M2 wires:
Scale bar: 20 µm.
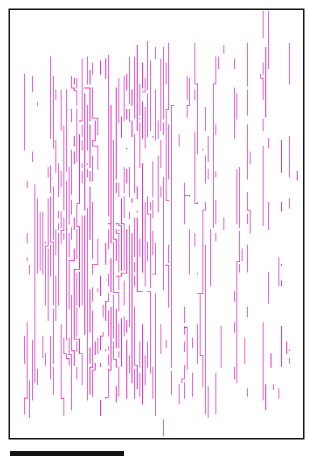
Port wiring:
Scale bar: 20 µm.
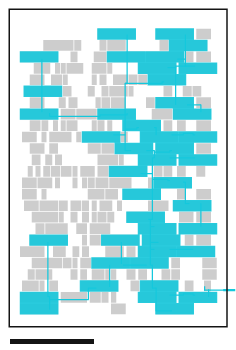
Wiring by layer:
Only two layers are drawn.
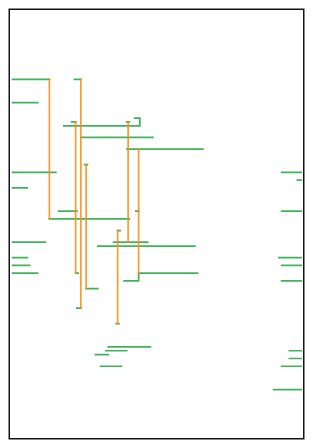
Sequential cells colored by netlist name:
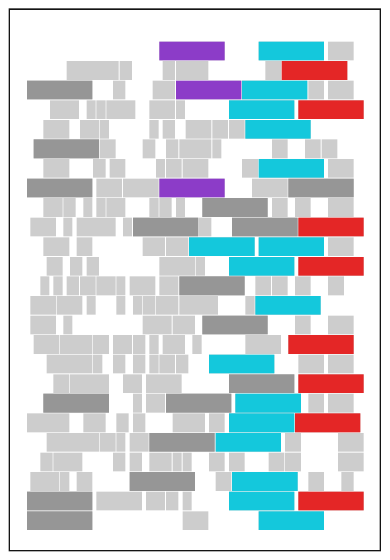
Cell placement:
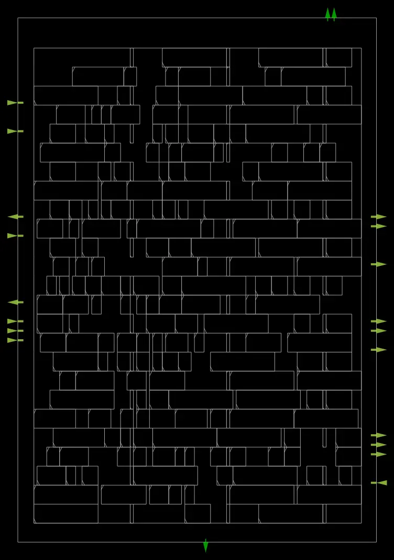
[src/rtl/conv_layer_sequencer_pkg.sv]
// Shared encodings for the convolution layer sequencer: FSM states,
// input-interface command/ack codes and a ceil-log2 width helper.
package conv_kernel_param;

    typedef enum logic [2:0] {
        STATE_IDLE    = 3'd0,
        STATE_PRELOAD = 3'd1,
        STATE_SHIFT   = 3'd2,
        STATE_LOAD    = 3'd3,
        STATE_DRAIN   = 3'd4
    } state_e;

    localparam logic [1:0] CMD_IDLE  = 2'd0;
    localparam logic [1:0] CMD_LOAD  = 2'd1;
    localparam logic [1:0] CMD_SHIFT = 2'd2;

    localparam logic [1:0] ACK_IDLE      = 2'd0;
    localparam logic [1:0] ACK_LOAD_FIN  = 2'd1;
    localparam logic [1:0] ACK_SHIFT_FIN = 2'd2;

    // Counter width for a range of 'value' entries, never narrower than one bit
    function automatic int logb2(input int value);
        int r;
        r = 1;
        for (int i = 1; i < 31; i++) begin
            if ((32'sd1 << i) < value) begin
                r = i + 1;
            end
        end
        return r;
    endfunction

endpackage

[src/rtl/conv_layer_sequencer_valid.sv]
// Fixed-latency result pipeline: carries {valid, payload} through DEPTH
// register stages, zeroes payload on empty slots, flushes synchronously.
module conv_valid_pipe #(
    parameter int DEPTH = 3,
    parameter int WIDTH = 8
) (
    input  logic             clk,
    input  logic             rst_n,
    input  logic             i_flush,
    input  logic             i_valid,
    input  logic [WIDTH-1:0] i_data,
    output logic             o_valid,
    output logic [WIDTH-1:0] o_data,
    output logic             o_empty
);

    logic [DEPTH-1:0] r_vld;
    logic [WIDTH-1:0] r_data [DEPTH];

    // Stage shift with flush; idle slots carry zero tags
    always_ff @(posedge clk or negedge rst_n) begin
        if (!rst_n) begin
            r_vld <= '0;
            for (int i = 0; i < DEPTH; i++) begin
                r_data[i] <= '0;
            end
        end else if (i_flush) begin
            r_vld <= '0;
            for (int i = 0; i < DEPTH; i++) begin
                r_data[i] <= '0;
            end
        end else begin
            r_vld[0]  <= i_valid;
            r_data[0] <= i_valid ? i_data : '0;
            for (int i = 1; i < DEPTH; i++) begin
                r_vld[i]  <= r_vld[i-1];
                r_data[i] <= r_data[i-1];
            end
        end
    end

    assign o_valid = r_vld[DEPTH-1];
    assign o_data  = r_data[DEPTH-1];
    assign o_empty = ~|r_vld;

endmodule

[src/rtl/conv_layer_sequencer.sv]
// Multi-channel convolution layer sequencer: drives LOAD/SHIFT commands to the
// input interface and emits a tagged result stream to the accumulator bank.
module conv_layer_sequencer
    import conv_kernel_param::*;
#(
    parameter int KERNEL_SIZE   = 3,
    parameter int ARRAY_SIZE    = 6,
    parameter int TOTAL_WEIGHT  = 4,
    parameter int IN_CHANNELS   = 2,
    parameter int VALID_LATENCY = 3,
    localparam int CH_W  = logb2(IN_CHANNELS),
    localparam int W_W   = logb2(TOTAL_WEIGHT),
    localparam int ROW_W = logb2(ARRAY_SIZE)
) (
    input  logic             clk,
    input  logic             rst_n,
    input  logic             enable,
    input  logic             cfg_stride,
    input  logic [1:0]       input_interface_ack,
    input  logic             out_ready,
    output logic [1:0]       input_interface_cmd,
    output logic [CH_W-1:0]  input_interface_chan,
    output logic             valid,
    output logic [W_W-1:0]   feature_idx,
    output logic [ROW_W-1:0] feature_row,
    output logic [CH_W-1:0]  feature_chan,
    output logic             acc_first,
    output logic             acc_last,
    output logic             image_calc_fin,
    output logic             busy
);

    localparam int KL_W  = logb2(KERNEL_SIZE);
    localparam int PAY_W = 3 + CH_W + ROW_W + W_W;

    localparam logic [CH_W-1:0]  LAST_CHAN   = CH_W'(IN_CHANNELS - 1);
    localparam logic [W_W-1:0]   LAST_WEIGHT = W_W'(TOTAL_WEIGHT - 1);
    localparam logic [ROW_W-1:0] LAST_ROW_S1 = ROW_W'(ARRAY_SIZE - 1);
    localparam logic [ROW_W-1:0] LAST_ROW_S2 = ROW_W'((ARRAY_SIZE - 1) >> 1);
    localparam logic [KL_W-1:0]  LOAD_PRE    = KL_W'(KERNEL_SIZE - 1);

    state_e           r_state;
    logic [1:0]       r_cmd;
    logic [CH_W-1:0]  r_chan;
    logic [W_W-1:0]   r_weight;
    logic [ROW_W-1:0] r_row;
    logic [KL_W-1:0]  r_load_cnt;
    logic             r_stride;
    logic             r_pend;
    logic             r_en_d;

    logic             w_last_chan;
    logic             w_last_weight;
    logic             w_last_row;
    logic [KL_W-1:0]  w_load_lim;
    logic             w_ack_load;
    logic             w_ack_shift;
    logic [1:0]       w_shift_cmd;
    logic             w_cap;
    logic [PAY_W-1:0] w_pay_in;
    logic [PAY_W-1:0] w_pay_out;
    logic             w_pipe_valid;
    logic             w_pipe_empty;

    assign w_last_chan   = (r_chan == LAST_CHAN);
    assign w_last_weight = (r_weight == LAST_WEIGHT);
    assign w_last_row    = (r_row == (r_stride ? LAST_ROW_S2 : LAST_ROW_S1));
    assign w_ack_load    = (input_interface_ack == ACK_LOAD_FIN);
    assign w_ack_shift   = (input_interface_ack == ACK_SHIFT_FIN);
    // A SHIFT that cannot go out now is parked in r_pend instead
    assign w_shift_cmd   = out_ready ? CMD_SHIFT : CMD_IDLE;
    assign w_load_lim    = (r_state == STATE_PRELOAD) ? LOAD_PRE
                         : (r_stride ? KL_W'(1) : {KL_W{1'b0}});
    assign w_cap         = (r_state == STATE_SHIFT) && !r_pend && w_ack_shift;
    assign w_pay_in      = {w_last_weight & w_last_chan & w_last_row,
                            r_chan == {CH_W{1'b0}}, w_last_chan,
                            r_chan, r_row, r_weight};

    // Sequencer FSM: one outstanding command, counters advance only on matching acks
    always_ff @(posedge clk or negedge rst_n) begin
        if (!rst_n) begin
            r_state    <= STATE_IDLE;
            r_cmd      <= CMD_IDLE;
            r_chan     <= '0;
            r_weight   <= '0;
            r_row      <= '0;
            r_load_cnt <= '0;
            r_stride   <= 1'b0;
            r_pend     <= 1'b0;
            r_en_d     <= 1'b0;
        end else if (!enable) begin
            r_state    <= STATE_IDLE;
            r_cmd      <= CMD_IDLE;
            r_chan     <= '0;
            r_weight   <= '0;
            r_row      <= '0;
            r_load_cnt <= '0;
            r_pend     <= 1'b0;
            r_en_d     <= 1'b0;
        end else begin
            r_en_d <= 1'b1;
            r_cmd  <= CMD_IDLE;
            case (r_state)
                STATE_IDLE: begin
                    // Only a fresh rising enable starts a frame
                    if (!r_en_d) begin
                        r_stride   <= cfg_stride;
                        r_chan     <= '0;
                        r_weight   <= '0;
                        r_row      <= '0;
                        r_load_cnt <= '0;
                        r_state    <= STATE_PRELOAD;
                        r_cmd      <= CMD_LOAD;
                    end
                end
                STATE_PRELOAD, STATE_LOAD: begin
                    if (w_ack_load) begin
                        if (r_load_cnt == w_load_lim) begin
                            r_load_cnt <= '0;
                            if (w_last_chan) begin
                                r_chan   <= '0;
                                r_weight <= '0;
                                if (r_state == STATE_LOAD) begin
                                    r_row <= r_row + ROW_W'(1);
                                end
                                r_state  <= STATE_SHIFT;
                                r_cmd    <= w_shift_cmd;
                                r_pend   <= ~out_ready;
                            end else begin
                                r_chan <= r_chan + CH_W'(1);
                                r_cmd  <= CMD_LOAD;
                            end
                        end else begin
                            r_load_cnt <= r_load_cnt + KL_W'(1);
                            r_cmd      <= CMD_LOAD;
                        end
                    end
                end
                STATE_SHIFT: begin
                    if (r_pend) begin
                        if (out_ready) begin
                            r_cmd  <= CMD_SHIFT;
                            r_pend <= 1'b0;
                        end
                    end else if (w_ack_shift) begin
                        if (w_last_weight) begin
                            r_weight <= '0;
                            if (w_last_chan) begin
                                r_chan <= '0;
                                if (w_last_row) begin
                                    r_state <= STATE_DRAIN;
                                end else begin
                                    r_state    <= STATE_LOAD;
                                    r_load_cnt <= '0;
                                    r_cmd      <= CMD_LOAD;
                                end
                            end else begin
                                r_chan <= r_chan + CH_W'(1);
                                r_cmd  <= w_shift_cmd;
                                r_pend <= ~out_ready;
                            end
                        end else begin
                            r_weight <= r_weight + W_W'(1);
                            r_cmd    <= w_shift_cmd;
                            r_pend   <= ~out_ready;
                        end
                    end
                end
                STATE_DRAIN: begin
                    if (w_pipe_empty) begin
                        r_state <= STATE_IDLE;
                        r_row   <= '0;
                    end
                end
                default: begin
                    r_state <= STATE_IDLE;
                end
            endcase
        end
    end

    conv_valid_pipe #(
        .DEPTH (VALID_LATENCY),
        .WIDTH (PAY_W)
    ) u_valid_pipe (
        .clk     (clk),
        .rst_n   (rst_n),
        .i_flush (~enable),
        .i_valid (w_cap),
        .i_data  (w_pay_in),
        .o_valid (w_pipe_valid),
        .o_data  (w_pay_out),
        .o_empty (w_pipe_empty)
    );

    assign input_interface_cmd  = r_cmd;
    assign input_interface_chan = r_chan;
    assign busy                 = (r_state != STATE_IDLE);
    assign valid                = w_pipe_valid;
    assign feature_idx          = w_pay_out[W_W-1:0];
    assign feature_row          = w_pay_out[W_W +: ROW_W];
    assign feature_chan         = w_pay_out[W_W+ROW_W +: CH_W];
    assign acc_last             = w_pay_out[PAY_W-3];
    assign acc_first            = w_pay_out[PAY_W-2];
    assign image_calc_fin       = w_pay_out[PAY_W-1];

endmodule

[config.mk]
export PLATFORM = sky130hd
export DESIGN_NAME = conv_layer_sequencer
export DESIGN_NICKNAME = d
export VERILOG_FILES = /design/src/rtl/conv_layer_sequencer_pkg.sv /design/src/rtl/conv_layer_sequencer_valid.sv /design/src/rtl/conv_layer_sequencer.sv
export SDC_FILE = /design/constraint.sdc
export NUM_CORES = 1
export LEC_CHECK = 0
export ABC_CLOCK_PERIOD_IN_PS = 2900
export CAP_MARGIN = 20
export CORE_ASPECT_RATIO = 1.5
export CORE_MARGIN = 2
export CORE_UTILIZATION = 60
export DETAILED_ROUTE_END_ITERATION = 7
export PLACE_DENSITY_LB_ADDON = 0.15
export SETUP_SLACK_MARGIN = 0.05
export SYNTH_ARGS = -nofsm -noshare
export SYNTH_HDL_FRONTEND = slang
export SYNTH_SLANG_ARGS = --single-unit
[constraint.sdc]
create_clock -name clk -period 2.9 [get_ports clk]
set_clock_uncertainty 0.1 [all_clocks]
set_input_delay 0.58 -clock clk [delete_from_list [all_inputs] [get_ports clk]]
set_output_delay 0.58 -clock clk [all_outputs]
set_load 0.01 [all_outputs]
==> run notes <==
### Clock tree
• master cell of the clock root buffer: sky130_fd_sc_hd__clkbuf_8
• hold buffer count at cts: 0
• number of buffers inserted by post-CTS setup repair: 0
• clock sink count: 43

### Logic synthesis
• Synth flops: 43
• xor/xnor cell area share of the yosys netlist: 0.4337%
• portion of synthesized cell area occupied by the leading cell type: 53.28%
• total number of yosys warnings: 0
• combinational family with the most area after synthesis: simple AND/OR/NAND/NOR gates
• Post-Synth Adder-Cell Area: 1.239%
• dominant register cell in the synthesized netlist: sky130_fd_sc_hd__dfrtp_1

### Timing
• period utilisation layout: 83.76%
• sum of negative setup slack: 0 ns
• maximum clock frequency: 411.7 MHz
• Final Hold Violation Tally: 0

### Power
• combinational fraction of design power: 30.4%
• sequential group power: 0.733 mW
• clock network fraction of design power: 23.1%
• sequential power share: 46.6%

### Outcome
• result of the run: finished, final reports clean

### Job
• tool warnings: 26

### Layout
• number of inserted diodes: 0
• total of clock buffers placed in the layout: 6
• multi-input logic portion of the cell area: 35.62%
• Largest area class, layout: flip-flops and latches
• signal buffers share of area: 10.02%
• most frequently placed logic cells in the final layout: sky130_fd_sc_hd__dfrtp_1, sky130_fd_sc_hd__and2_1, sky130_fd_sc_hd__clkdlybuf4s50_1, sky130_fd_sc_hd__nor2_1
• Layout Area Growth over Synthesis: 13.75%

### Worst setup path
• critical setup path kind: flip-flop to primary output
• number of buffers and inverters on the critical path: 1
• crit path max-delay cell type: sky130_fd_sc_hd__dfrtp_1
• stage delay of the slowest cell on the critical path: 0.64 ns

### Global route
• antenna violations before repair: 0
• vias in the first global route: 1523

Back to the opening pictures, 'M2 wires':
wire length on this layer: 2150 µm
nets with wire on the layer: 188
longest straight run: 45.9 µm
share of all routed wire: 52%
Post-Route WL: 4108 µm
Via Count: 1441

Back to the opening pictures, 'port wiring':
legend:
  cyan:
    port: `rst_n`
    direction: input
    end_cells: 43
    buffers: 1
    wire: 261 µm
count of port buffers added during placement: 20
number of I/O pins: 21

Back to the opening pictures, 'wiring by layer':
legend:
  green:
    layer: M3
    wire_length: 187 µm
  orange:
    layer: M4
    wire_length: 172 µm
detail-routed net length per standard cell: 17.12 µm
Overall Global Routing Usage: 23.86%

Back to the opening pictures, 'sequential cells colored by netlist name':
legend:
  cyan:
    name_in_the_netlist: `u_valid_pipe.r_data`
    placed_flops: 16
  red:
    name_in_the_netlist: `u_valid_pipe.o_data`
    placed_flops: 8
  purple:
    name_in_the_netlist: `r_row`
    placed_flops: 3
not colored: 16
final core utilization: 72.00%
sequential cell area: 1076 µm²

Back to the opening pictures, 'cell placement':
flop share of the area: 46.84%
num sequential: 43
number of tapcells: 40
Filler Cells Inserted: 249
Post-Layout Cell Count: 240

Power figures rest on the tool's default switching activity, not on a simulated workload.
